[src/rtl/buceros_header.sv]
// Shared definitions for the load/store MEM stage.
//   - RISC-V funct3 access-size codes
//   - FSM state and access-size encodings
//   - XLEN-derived widths (byte-enable width, byte-offset width)
package buceros_header;

  localparam logic [2:0] INST_BYTE        = 3'b000;
  localparam logic [2:0] INST_HALF_WORD   = 3'b001;
  localparam logic [2:0] INST_WORD        = 3'b010;
  localparam logic [2:0] INST_DWORD       = 3'b011;
  localparam logic [2:0] INST_BYTE_U      = 3'b100;
  localparam logic [2:0] INST_HALF_WORD_U = 3'b101;
  localparam logic [2:0] INST_WORD_U      = 3'b110;

  typedef enum logic [0:0] {
    StIdle,
    StBus
  } lsu_state_e;

  // Encoded as log2 of the access size in bytes.
  typedef enum logic [1:0] {
    SizeB,
    SizeH,
    SizeW,
    SizeD
  } acc_size_e;

  function automatic int unsigned be_width(int unsigned xlen);
    return xlen / 8;
  endfunction

  function automatic int unsigned off_width(int unsigned xlen);
    return $clog2(xlen / 8);
  endfunction

endpackage

[src/rtl/lsu_align.sv]
// Byte-lane alignment for the MEM stage (purely combinational).
//   Store side: st_size, st_offset, st_data -> st_be, st_wdata (data moved into addressed lanes)
//   Load side:  ld_size, ld_sign, ld_offset, ld_rdata -> ld_result (lane extracted, extended)
module lsu_align
  import buceros_header::*;
#(
  parameter int unsigned XLEN = 32
) (
  input  acc_size_e                        st_size,
  input  logic [off_width(XLEN)-1:0]       st_offset,
  input  logic [XLEN-1:0]                  st_data,
  output logic [be_width(XLEN)-1:0]        st_be,
  output logic [XLEN-1:0]                  st_wdata,
  input  acc_size_e                        ld_size,
  input  logic                             ld_sign,
  input  logic [off_width(XLEN)-1:0]       ld_offset,
  input  logic [XLEN-1:0]                  ld_rdata,
  output logic [XLEN-1:0]                  ld_result
);

  localparam int unsigned BeW = be_width(XLEN);

  logic [BeW-1:0]  size_mask;
  logic [XLEN-1:0] shifted;

  always_comb begin
    size_mask = '0;
    unique case (st_size)
      SizeB:   size_mask = BeW'(1'b1);
      SizeH:   size_mask = BeW'(2'b11);
      SizeW:   size_mask = BeW'(4'hF);
      default: size_mask = '1;
    endcase
  end

  assign st_be    = size_mask << st_offset;
  assign st_wdata = st_data << {st_offset, 3'b000};

  assign shifted = ld_rdata >> {ld_offset, 3'b000};

  // Size casts of a $signed operand sign-extend; of an unsigned operand zero-extend.
  always_comb begin
    ld_result = shifted;
    unique case (ld_size)
      SizeB:   ld_result = ld_sign ? XLEN'($signed(shifted[7:0]))  : XLEN'(shifted[7:0]);
      SizeH:   ld_result = ld_sign ? XLEN'($signed(shifted[15:0])) : XLEN'(shifted[15:0]);
      SizeW:   ld_result = ld_sign ? XLEN'($signed(shifted[31:0])) : XLEN'(shifted[31:0]);
      default: ld_result = shifted;
    endcase
  end

endmodule

[src/rtl/lsu_mem_stage.sv]
// Multi-cycle load/store MEM stage between EX/MEM and WB.
//   Upstream:  req_valid_i/req_ready_o handshake, wmem_en_i, rmem_en_i, mem_addr_i, funct3_i,
//              wreg_en_i, wreg_addr_i, wreg_data_i; stall_o freezes upstream.
//   Bus:       bus_req_o, bus_we_o, bus_addr_o (word aligned), bus_be_o, bus_wdata_o,
//              bus_ack_i, bus_rdata_i.
//   Writeback: wb_valid_o pulse with wreg_en_o, wreg_addr_o, wreg_data_o;
//              misalign_o and bus_err_o pulse alongside a trapped result.
// All outputs except req_ready_o/stall_o come straight from registers.
module lsu_mem_stage
  import buceros_header::*;
#(
  parameter int unsigned XLEN       = 32,
  parameter int unsigned ADDR_WIDTH = 32,
  parameter int unsigned MAX_WAIT   = 16
) (
  input  logic                          clk,
  input  logic                          rst_n,
  input  logic                          req_valid_i,
  output logic                          req_ready_o,
  input  logic                          wmem_en_i,
  input  logic                          rmem_en_i,
  input  logic [ADDR_WIDTH-1:0]         mem_addr_i,
  input  logic [2:0]                    funct3_i,
  input  logic                          wreg_en_i,
  input  logic [4:0]                    wreg_addr_i,
  input  logic [XLEN-1:0]               wreg_data_i,
  output logic                          bus_req_o,
  output logic                          bus_we_o,
  output logic [ADDR_WIDTH-1:0]         bus_addr_o,
  output logic [be_width(XLEN)-1:0]     bus_be_o,
  output logic [XLEN-1:0]               bus_wdata_o,
  input  logic                          bus_ack_i,
  input  logic [XLEN-1:0]               bus_rdata_i,
  output logic                          wb_valid_o,
  output logic                          wreg_en_o,
  output logic [4:0]                    wreg_addr_o,
  output logic [XLEN-1:0]               wreg_data_o,
  output logic                          stall_o,
  output logic                          misalign_o,
  output logic                          bus_err_o
);

  localparam int unsigned BeW   = be_width(XLEN);
  localparam int unsigned OffW  = off_width(XLEN);
  localparam int unsigned WaitW = (MAX_WAIT < 2) ? 1 : $clog2(MAX_WAIT);
  localparam logic [WaitW-1:0] WaitLast = WaitW'(MAX_WAIT - 1);

  lsu_state_e            state_q, state_d;
  logic                  bus_req_q, bus_req_d;
  logic                  bus_we_q, bus_we_d;
  logic [ADDR_WIDTH-1:0] bus_addr_q, bus_addr_d;
  logic [BeW-1:0]        bus_be_q, bus_be_d;
  logic [XLEN-1:0]       bus_wdata_q, bus_wdata_d;
  logic [WaitW-1:0]      wait_q, wait_d;
  logic                  wb_valid_q, wb_valid_d;
  logic                  wreg_en_q, wreg_en_d;
  logic [4:0]            wreg_addr_q, wreg_addr_d;
  logic [XLEN-1:0]       wreg_data_q, wreg_data_d;
  logic                  misalign_q, misalign_d;
  logic                  bus_err_q, bus_err_d;
  // Load context kept for the duration of the bus access.
  acc_size_e             cap_size_q, cap_size_d;
  logic                  cap_sign_q, cap_sign_d;
  logic [OffW-1:0]       cap_off_q, cap_off_d;
  logic                  cap_wen_q, cap_wen_d;
  logic [4:0]            cap_waddr_q, cap_waddr_d;

  acc_size_e             size;
  logic                  sign;
  logic                  legal;
  logic                  misaligned;
  logic                  is_mem;
  logic [OffW-1:0]       offset;
  logic [BeW-1:0]        st_be;
  logic [XLEN-1:0]       st_wdata;
  logic [XLEN-1:0]       ld_result;

  assign is_mem = wmem_en_i | rmem_en_i;
  assign offset = mem_addr_i[OffW-1:0];

  // Access decode; unsigned codes are loads only, D/WU need a 64-bit datapath.
  always_comb begin
    size  = SizeB;
    sign  = 1'b1;
    legal = 1'b1;
    case (funct3_i)
      INST_BYTE:        size = SizeB;
      INST_HALF_WORD:   size = SizeH;
      INST_WORD:        size = SizeW;
      INST_DWORD: begin
        size  = SizeD;
        legal = (XLEN == 64);
      end
      INST_BYTE_U: begin
        sign  = 1'b0;
        legal = !wmem_en_i;
      end
      INST_HALF_WORD_U: begin
        size  = SizeH;
        sign  = 1'b0;
        legal = !wmem_en_i;
      end
      INST_WORD_U: begin
        size  = SizeW;
        sign  = 1'b0;
        legal = (XLEN == 64) && !wmem_en_i;
      end
      default: legal = 1'b0;
    endcase
  end

  always_comb begin
    unique case (size)
      SizeB:   misaligned = 1'b0;
      SizeH:   misaligned = mem_addr_i[0];
      SizeW:   misaligned = |mem_addr_i[1:0];
      default: misaligned = |mem_addr_i[2:0];
    endcase
  end

  lsu_align #(
    .XLEN (XLEN)
  ) u_align (
    .st_size   (size),
    .st_offset (offset),
    .st_data   (wreg_data_i),
    .st_be     (st_be),
    .st_wdata  (st_wdata),
    .ld_size   (cap_size_q),
    .ld_sign   (cap_sign_q),
    .ld_offset (cap_off_q),
    .ld_rdata  (bus_rdata_i),
    .ld_result (ld_result)
  );

  always_comb begin
    state_d     = state_q;
    bus_req_d   = bus_req_q;
    bus_we_d    = bus_we_q;
    bus_addr_d  = bus_addr_q;
    bus_be_d    = bus_be_q;
    bus_wdata_d = bus_wdata_q;
    wait_d      = wait_q;
    wb_valid_d  = 1'b0;
    wreg_en_d   = 1'b0;
    wreg_addr_d = '0;
    wreg_data_d = '0;
    misalign_d  = 1'b0;
    bus_err_d   = 1'b0;
    cap_size_d  = cap_size_q;
    cap_sign_d  = cap_sign_q;
    cap_off_d   = cap_off_q;
    cap_wen_d   = cap_wen_q;
    cap_waddr_d = cap_waddr_q;

    unique case (state_q)
      StIdle: begin
        if (req_valid_i) begin
          if (!is_mem) begin
            wb_valid_d  = 1'b1;
            wreg_en_d   = wreg_en_i;
            wreg_addr_d = wreg_addr_i;
            wreg_data_d = wreg_data_i;
          end else if (!legal || misaligned) begin
            wb_valid_d  = 1'b1;
            misalign_d  = 1'b1;
            wreg_addr_d = wreg_addr_i;
          end else begin
            state_d     = StBus;
            bus_req_d   = 1'b1;
            bus_we_d    = wmem_en_i;
            bus_addr_d  = {mem_addr_i[ADDR_WIDTH-1:OffW], {OffW{1'b0}}};
            bus_be_d    = st_be;
            bus_wdata_d = st_wdata;
            wait_d      = '0;
            cap_size_d  = size;
            cap_sign_d  = sign;
            cap_off_d   = offset;
            cap_wen_d   = wreg_en_i;
            cap_waddr_d = wreg_addr_i;
          end
        end
      end
      StBus: begin
        if (bus_ack_i || (wait_q == WaitLast)) begin
          // Ack wins over a coincident timeout.
          state_d     = StIdle;
          bus_req_d   = 1'b0;
          bus_we_d    = 1'b0;
          bus_addr_d  = '0;
          bus_be_d    = '0;
          bus_wdata_d = '0;
          wb_valid_d  = 1'b1;
          wreg_addr_d = cap_waddr_q;
          if (!bus_ack_i) begin
            bus_err_d = 1'b1;
          end else if (!bus_we_q) begin
            wreg_en_d   = cap_wen_q;
            wreg_data_d = ld_result;
          end
        end else begin
          wait_d = wait_q + 1'b1;
        end
      end
      default: state_d = StIdle;
    endcase
  end

  always_ff @(posedge clk or negedge rst_n) begin
    if (!rst_n) begin
      state_q     <= StIdle;
      bus_req_q   <= 1'b0;
      bus_we_q    <= 1'b0;
      bus_addr_q  <= '0;
      bus_be_q    <= '0;
      bus_wdata_q <= '0;
      wait_q      <= '0;
      wb_valid_q  <= 1'b0;
      wreg_en_q   <= 1'b0;
      wreg_addr_q <= '0;
      wreg_data_q <= '0;
      misalign_q  <= 1'b0;
      bus_err_q   <= 1'b0;
      cap_size_q  <= SizeB;
      cap_sign_q  <= 1'b0;
      cap_off_q   <= '0;
      cap_wen_q   <= 1'b0;
      cap_waddr_q <= '0;
    end else begin
      state_q     <= state_d;
      bus_req_q   <= bus_req_d;
      bus_we_q    <= bus_we_d;
      bus_addr_q  <= bus_addr_d;
      bus_be_q    <= bus_be_d;
      bus_wdata_q <= bus_wdata_d;
      wait_q      <= wait_d;
      wb_valid_q  <= wb_valid_d;
      wreg_en_q   <= wreg_en_d;
      wreg_addr_q <= wreg_addr_d;
      wreg_data_q <= wreg_data_d;
      misalign_q  <= misalign_d;
      bus_err_q   <= bus_err_d;
      cap_size_q  <= cap_size_d;
      cap_sign_q  <= cap_sign_d;
      cap_off_q   <= cap_off_d;
      cap_wen_q   <= cap_wen_d;
      cap_waddr_q <= cap_waddr_d;
    end
  end

  assign req_ready_o = (state_q == StIdle);
  assign stall_o     = req_valid_i && !req_ready_o;
  assign bus_req_o   = bus_req_q;
  assign bus_we_o    = bus_we_q;
  assign bus_addr_o  = bus_addr_q;
  assign bus_be_o    = bus_be_q;
  assign bus_wdata_o = bus_wdata_q;
  assign wb_valid_o  = wb_valid_q;
  assign wreg_en_o   = wreg_en_q;
  assign wreg_addr_o = wreg_addr_q;
  assign wreg_data_o = wreg_data_q;
  assign misalign_o  = misalign_q;
  assign bus_err_o   = bus_err_q;

endmodule

[config.mk]
export PLATFORM = sky130hd
export DESIGN_NAME = lsu_mem_stage
export DESIGN_NICKNAME = d
export VERILOG_FILES = /design/src/rtl/buceros_header.sv /design/src/rtl/lsu_align.sv /design/src/rtl/lsu_mem_stage.sv
export SDC_FILE = /design/constraint.sdc
export NUM_CORES = 1
export LEC_CHECK = 0
export CAP_MARGIN = 10
export CORE_UTILIZATION = 48
export DETAILED_ROUTE_END_ITERATION = 7
export PLACE_DENSITY = 0.87
export REMOVE_ABC_BUFFERS = 1
export SLEW_MARGIN = 5
export SYNTH_ARGS = -nofsm -noshare
export SYNTH_HDL_FRONTEND = slang
export SYNTH_SLANG_ARGS = --single-unit
[constraint.sdc]
create_clock -name clk -period 3.04 [get_ports clk]
set_input_delay 0.456 -clock clk [delete_from_list [all_inputs] [get_ports clk]]
set_output_delay 0.456 -clock clk [all_outputs]
set_load 0.02 [all_outputs]
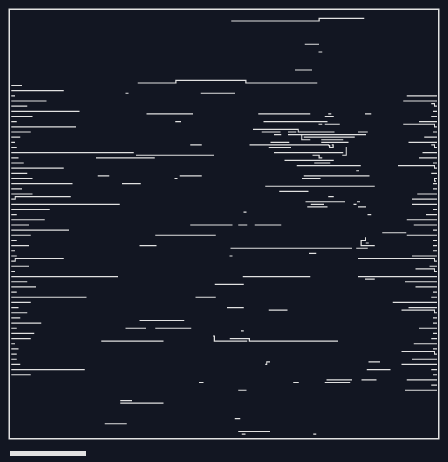
(run_1/met3.png)
Bar = 20 um.
wire length on this layer: 1400 um
share of all routed wire: 7.6%
longest straight run: 32.0 um

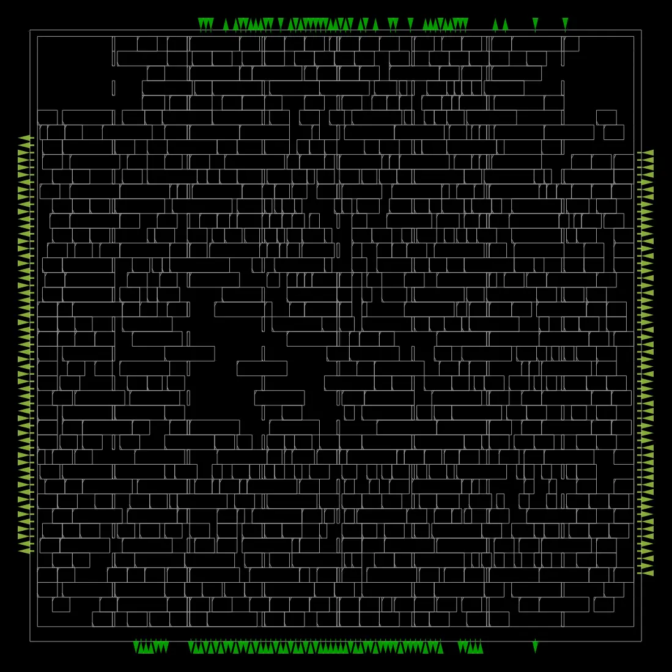
(run_1/final_placement.png)
fraction of area in registers: 0.353
Site Rows: 40

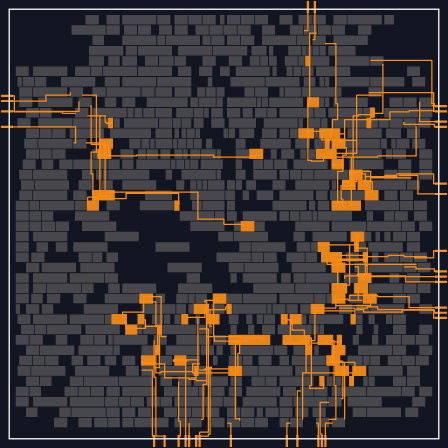
(run_1/port_nets.png)
| port | color | bits | direction | edge | end cells | buffers | wire |
|---|---|---|---|---|---|---|---|
| `wreg_data_i` | orange | 32 | input | 13 east, 13 south, 4 west, 2 north | 72 | 32 | 1710 um |

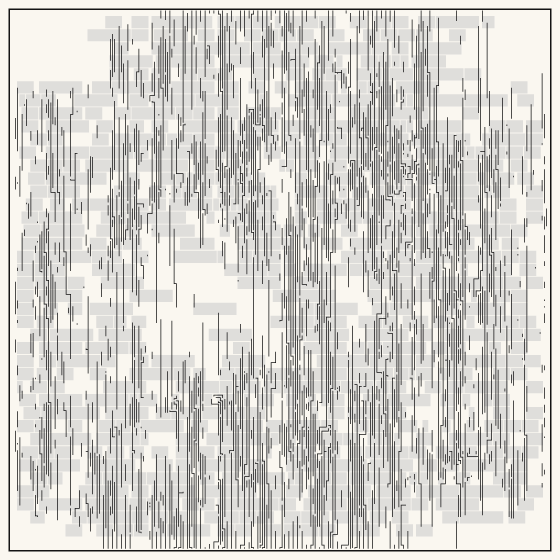
(run_1/met2.png)
longest straight run: 46.2 um
share of all routed wire: 50%
main direction: vertical
wire length on this layer: 9110 um

==> flow_summary.ini, run 1 <==
; generated from flow reports
[sta]
final.setup.worst_slack_ns = 0.417
setup_viol = 0
slew_headroom = 0.496
worstMarginPinSlew_ns = 0.756
fmax_mhz = 381
skew_ns = 0.00781
period_used_share = 0.863
final_max_slew_viol_count = 0
period_minus_slack_ns = 2.62
hold_viol_final = 0
final.setup.tns_ns = 0
hold_ws_ns = 0.0909
rsz0062_at_grt = no

[critical_path]
path_max_fanout = 9
timing.rr.start = state_q
critical_path_class = in2reg
endpoint_kind = register
startpoint_type = primary input
worstPathRequired_ns = 3.36
crit_start = funct3_i[0]
cp.arrival_ns = 2.95

[power]
finalPower_w = 0.00621
p_per_area_mw_per_mm2 = 700
vdd_ir_drop_max_mv = 0.350
p_leak_nw = 3.89

[yosys]
topCellsByArea = dfrtp_1 (53%), a22o_1 (9.2%), mux2i_1 (5.8%)
logic_family = AND-OR/OR-AND gates
async_reset_ff_frac = 1.00
synth_warnings = 0
avgSynthCellArea_um2 = 11.7
mux_share = 0.108
edf_count = 0
xor_area_frac = 0.00298
largest_area_cell = dfrtp_1
synth_area_mm2 = 0.00588
simple_gate_area_frac = 0.0855
ys_seq_frac = 0.532
yosysChipArea_mm2 = 0.00588
ys_cells = 502
netlist_instances = 502
ys_sh_adder = 0.0128
top_cells_by_count = dfrtp_1 (125), a22o_1 (62), o21ai_0 (37)
synth-main-ff-cell = dfrtp_1
synth_dominant_cell_count = dfrtp_1
synth_flops = 125
ys_types = 46
compound_area_frac = 0.217
top_cell_area_share = 0.532

[clock_network]
cts_resized = 0
cts_buffer_depth = 2
clockRootBuffer = clkbuf_16
ctsHtreeMaxLevel = 4
holdBufCountCts = 0
post_cts_buffers = 0
numCtsBuffers = 17
clock_latency_ns = 0.41
cts.sinks = 125
clk_pin_slew_worst_paths_ns = 0.06
cts_tree = yes

[grt]
track_usage = 0.295
grt_overflow_total = 0
grt_pass1_vias = 5415
grt_max_degree = 57
grt_first_pass_wirelength_um = 28600
antenna_found_initial = 1

[route]
ant_nets = 0
drc_errors = 0
finalWirelength_um = 18400
via_count = 5254
viasPerCell = 5.94
firstDrtPassIters = 5
drtIter0Drc = 363
drt-wirelength-per-cell_um = 20.8

[finish]
most-common-layout-cells = clkdlybuf4s50_1 (218), dfrtp_1 (125), a22o_1 (62)
drive_above_1_share = 0.126
fin_area_mm2 = 0.00887
area_growth_pct = 50.7
utilization = 0.741
final_net_count = 840
final_common_cell = clkdlybuf4s50_1
fin_cells = 884

[hold_path]
min_path_type = in2async

[die]
num_io_pins = 224
die_h_um = 113
initial_core_util = 0.492
die_x_um = 113
core_area_mm2 = 0.0120
die-area_mm2 = 0.0127

[placement]
dp_slack_ns = 0.0663
place_congestion = 0.854
portBuffers = 221
hpwl_um = 12600
place_area_mm2 = 0.00822
place_inst = 851

[run_status]
status = completed

[run]
drv_cap = 0
warnings = 29
-- run 1: flip-flops by register name (all words and copies together), names as in the netlist, 2 cells and up --
signal,count
cap_off_q,2
wreg_addr_o,5
cap_size_q,2
bus_addr_o,30
bus_wdata_o,32
wait_q,4
cap_waddr_q,5
wreg_data_o,32
bus_be_o,4
-- run 1: critical path, cell delays in order --
cell and delay, ns:
clkdlybuf4s50_1 0.56, inv_1 0.11, ha_1 0.31, and3_1 0.17
a211oi_1 0.33, o211ai_1 0.31, o21bai_2 0.45, o2bb2ai_1 0.25
-- run 1: worst paths after layout --
check                                   to  slack [ns]  depth (start not counted)
max                        bus_wdata_o[23]        0.42                          8
min                         wreg_data_o[0]        0.09                          1
max reg2reg                bus_wdata_o[23]        0.91                          5
min reg2reg                 wreg_addr_o[3]        0.49                          1
max in group asynchronous  wreg_data_o[28]        2.20                          2
min in group clk            wreg_addr_o[3]        0.49                          1
-- run 1: cell type report --
class / count / area, um2
Antenna cell: 1 / 2.50
Clock buffer: 19 / 453
Clock inverter: 13 / 189
Fill cell: 792 / 3090
Inverter: 4 / 15.0
Multi-Input combinational cell: 335 / 2520
Sequential cell: 125 / 3130
Tap cell: 147 / 184
Timing Repair Buffer: 240 / 2380
-- run 1: where the power goes --
group | internal [W] | leakage (nW) | switching (W)
clock network | 0.00142 | 0.298 | 0.000756
registers | 0.00195 | 1.66 | 0.000198
logic | 0.000937 | 1.94 | 0.000946
-- run 1: metal layers --
layer	track usage	wire length (um)	share of wire
met1	0.360	7360	0.40
met2	0.499	9110	0.50
met3	0.0782	1400	0.076
met4	0.121	511	0.028
met5	0	0	0
--- run 2 (diff from run 1) ---
--- a/config.mk
+++ b/config.mk
@@ -10,7 +10,6 @@
 export DETAILED_ROUTE_END_ITERATION = 7
 export PLACE_DENSITY = 0.87
 export REMOVE_ABC_BUFFERS = 1
-export SLEW_MARGIN = 5
 export SYNTH_ARGS = -nofsm -noshare
 export SYNTH_HDL_FRONTEND = slang
 export SYNTH_SLANG_ARGS = --single-unit
==> constraint.sdc (replaced) <==
create_clock -name clk -period 3.04 [get_ports clk]
set_input_delay 0.304 -clock clk [delete_from_list [all_inputs] [get_ports clk]]
set_output_delay 0.304 -clock clk [all_outputs]
set_load 0.02 [all_outputs]
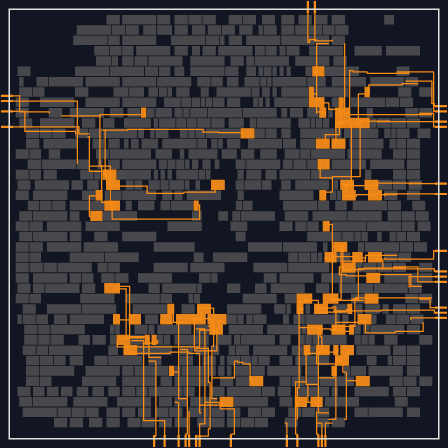
(run_2/port_nets.png)
| port | color | bits | direction | edge | end cells | buffers | wire |
|---|---|---|---|---|---|---|---|
| `wreg_data_i` | orange | 32 | input | 13 east, 13 south, 4 west, 2 north | 72 | 32 | 1660 um |

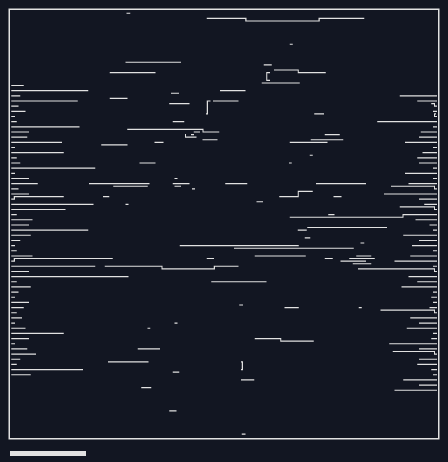
(run_2/met3.png)
Bar = 20 um.
M3 GR Usage: 0.0739
via count: 5130
WL final: 18100 um

==> run 2 against run 1 <==
Compared with the run above:
- the run now ends with negative hold slack left
- clock skew barely moved
- worst setup slack improved by 0.11 ns
- worst hold slack got worse by 0.10 ns
- wire length shrank 1.7%
- sequential share of layout area grew 0.17 points
- global-route usage is 0.11 points lower
- maximum frequency grew 4.5%
- critical endpoint is now cap_size_q[1]
- total power is 0.71% lower
- non-clock buffer count decreased by 4
- clock power barely moved
- design area down 0.48%
- synthesized area did not move
==> flow_summary.ini, run 2 <==
; generated from flow reports
[critical_path]
crit_path_end = cap_size_q[1]
rr_worst_depth = 5
timing.rr.start = state_q
endpoint_kind = register
path_max_fanout = 45
rrSetupSlack_ns = 0.79
crit_start = funct3_i[0]
worstPathRequired_ns = 3.37
r2r_end = wreg_data_o[30]
startpoint_type = primary input
cp.arrival_ns = 2.84
critical_path_class = in2reg

[yosys]
ys_seq_frac = 0.532
synth_warnings = 0
async_reset_ff_frac = 1.00
yosysChipArea_mm2 = 0.00588
topCellsByArea = dfrtp_1 (53%), a22o_1 (9.2%), mux2i_1 (5.8%)
synth-main-ff-cell = dfrtp_1
edf_count = 0
synth_dominant_cell_count = dfrtp_1
synth_flops = 125
top_cells_by_count = dfrtp_1 (125), a22o_1 (62), o21ai_0 (37)
ys_cells = 502
netlist_instances = 502
avgSynthCellArea_um2 = 11.7
largest_area_cell = dfrtp_1
top_cell_area_share = 0.532
synth_area_mm2 = 0.00588
ys_types = 46

[finish]
final_common_cell = clkdlybuf4s50_1
fill_cells = 822
utilization = 0.738
fin_area_mm2 = 0.00883
most-common-layout-cells = clkdlybuf4s50_1 (218), dfrtp_1 (125), a22o_1 (62)
drive_above_1_share = 0.122
final_net_count = 836
fin_cells = 879
area_growth_pct = 50.0
regArea_mm2 = 0.00313
diodes = 0
logic_area_mm2 = 0.00252

[grt]
grt_pass1_vias = 5308
grt_overflow_total = 0
antenna_found_initial = 0
grt_max_degree = 67
track_usage = 0.294
grt_first_pass_wirelength_um = 28500

[sta]
fmax_mhz = 398
hold_viol_final = 3
hold_ws_ns = -0.00962
setup_viol = 0
final.setup.tns_ns = 0
rsz0062_at_grt = no
worstMarginPinSlew_ns = 0.939
period_used_share = 0.826
slew_headroom = 0.373
final_max_slew_viol_count = 0
skew_ns = 0.00781
period_minus_slack_ns = 2.51

[power]
p_int_w = 0.00428
vdd_ir_drop_max_mv = 0.373
p_seq_frac = 0.348
p_comb_frac = 0.303
p_per_area_mw_per_mm2 = 698
clkPwrFrac = 0.348
p_leak_nw = 3.88
p_sw_w = 0.00188
swShare = 0.305

[route]
firstDrtPassIters = 5
drtIter0Drc = 340
ant_nets = 0
drc_errors = 0
drt-wirelength-per-cell_um = 20.6
viasPerCell = 5.84

[placement]
hpwl_um = 12300
place_inst = 847
place_congestion = 0.881
place_area_mm2 = 0.00819
portBuffers = 221

[clock_network]
cts_buffer_depth = 2
numCtsBuffers = 17
clk_pin_slew_worst_paths_ns = 0.06
clock_latency_ns = 0.41
cts_resized = 0
holdBufCountCts = 0
post_cts_buffers = 0
ctsHtreeMaxLevel = 4
cts_tree = yes
clockRootBuffer = clkbuf_16
cts.sinks = 125

[die]
core_area_mm2 = 0.0120
initial_core_util = 0.492
die-area_mm2 = 0.0127
die_x_um = 113
num_rows = 40
num_io_pins = 224
die_h_um = 113

[run]
warnings = 29
drv_cap = 0

[run_status]
status = finished with violations
violations = negative hold slack

[hold_path]
min_path_type = in2async
run 2: cell types whose count changed in the layout (fill, tap and decap cells not counted), sizes merged:
cell,previous run,this run
buf,22,18
clkinvlp,5,3
diode,1,0
clkbuf,19,18
clkinv,3,6
run 2: per-stage QoR:
stage,setup WS (ns),hold slack (ns),power [W]
detailed placement,0.186,0.476,0.00402
CTS,0.560,0.0411,0.00619
global placement,0.312,0.461,0.00397
finish,0.530,-0.00962,0.00616
global route,0.405,0.0756,0.00641
floorplan,0.218,0.00841,0.00309
run 2: metal layers:
layer / up-vias / GRT usage / wire [um]
met2: 237 / 0.505 / 9300
met5: - / 0 / 0
met3: 37 / 0.0739 / 1250
met1: 2545 / 0.353 / 7110
li1: 2311 / - / -
met4: 0 / 0.124 / 416
run 2: power by group through the flow:
stage	Combinational [W]	Sequential, W	Clock, W
global route	0.00198	0.00218	0.00225
global placement	0.00181	0.00215	0
finish	0.00187	0.00215	0.00215
floorplan	0.000618	0.00247	0
CTS	0.00187	0.00214	0.00217
detailed placement	0.00186	0.00216	0
run 2: area by class of cell:
cell class	count	share of cell area
clock buffer	18	0.0498
clock inverter	14	0.0218
inverter	4	0.00170
multi-input combinational	335	0.285
sequential	125	0.354
tap	147	0.0208
timing repair buffer	236	0.266
run 2: worst max-delay path, stage by stage:
cell and delay (ns):
clkdlybuf4s50_1 0.56, inv_1 0.09, ha_1 0.32, and3_1 0.18, a211oi_1 0.34, o2111a_2 0.52, buf_12 0.28, nor2_1 0.07
a31oi_1 0.15
run 2: cells by family (layout without fill, tap and decap cells):
family,after synthesis,in the layout,share of synthesized area
compound gates,169,169,0.217
xor+xnor,2,2,0.00298
fa+ha+maj,6,6,0.0128
buf+inv,43,272,0.0421
flops,125,125,0.532
mux,59,59,0.108
other cells,1,2,0.000637
simple gates,97,97,0.0855
Power and IR drop assume default switching activity.
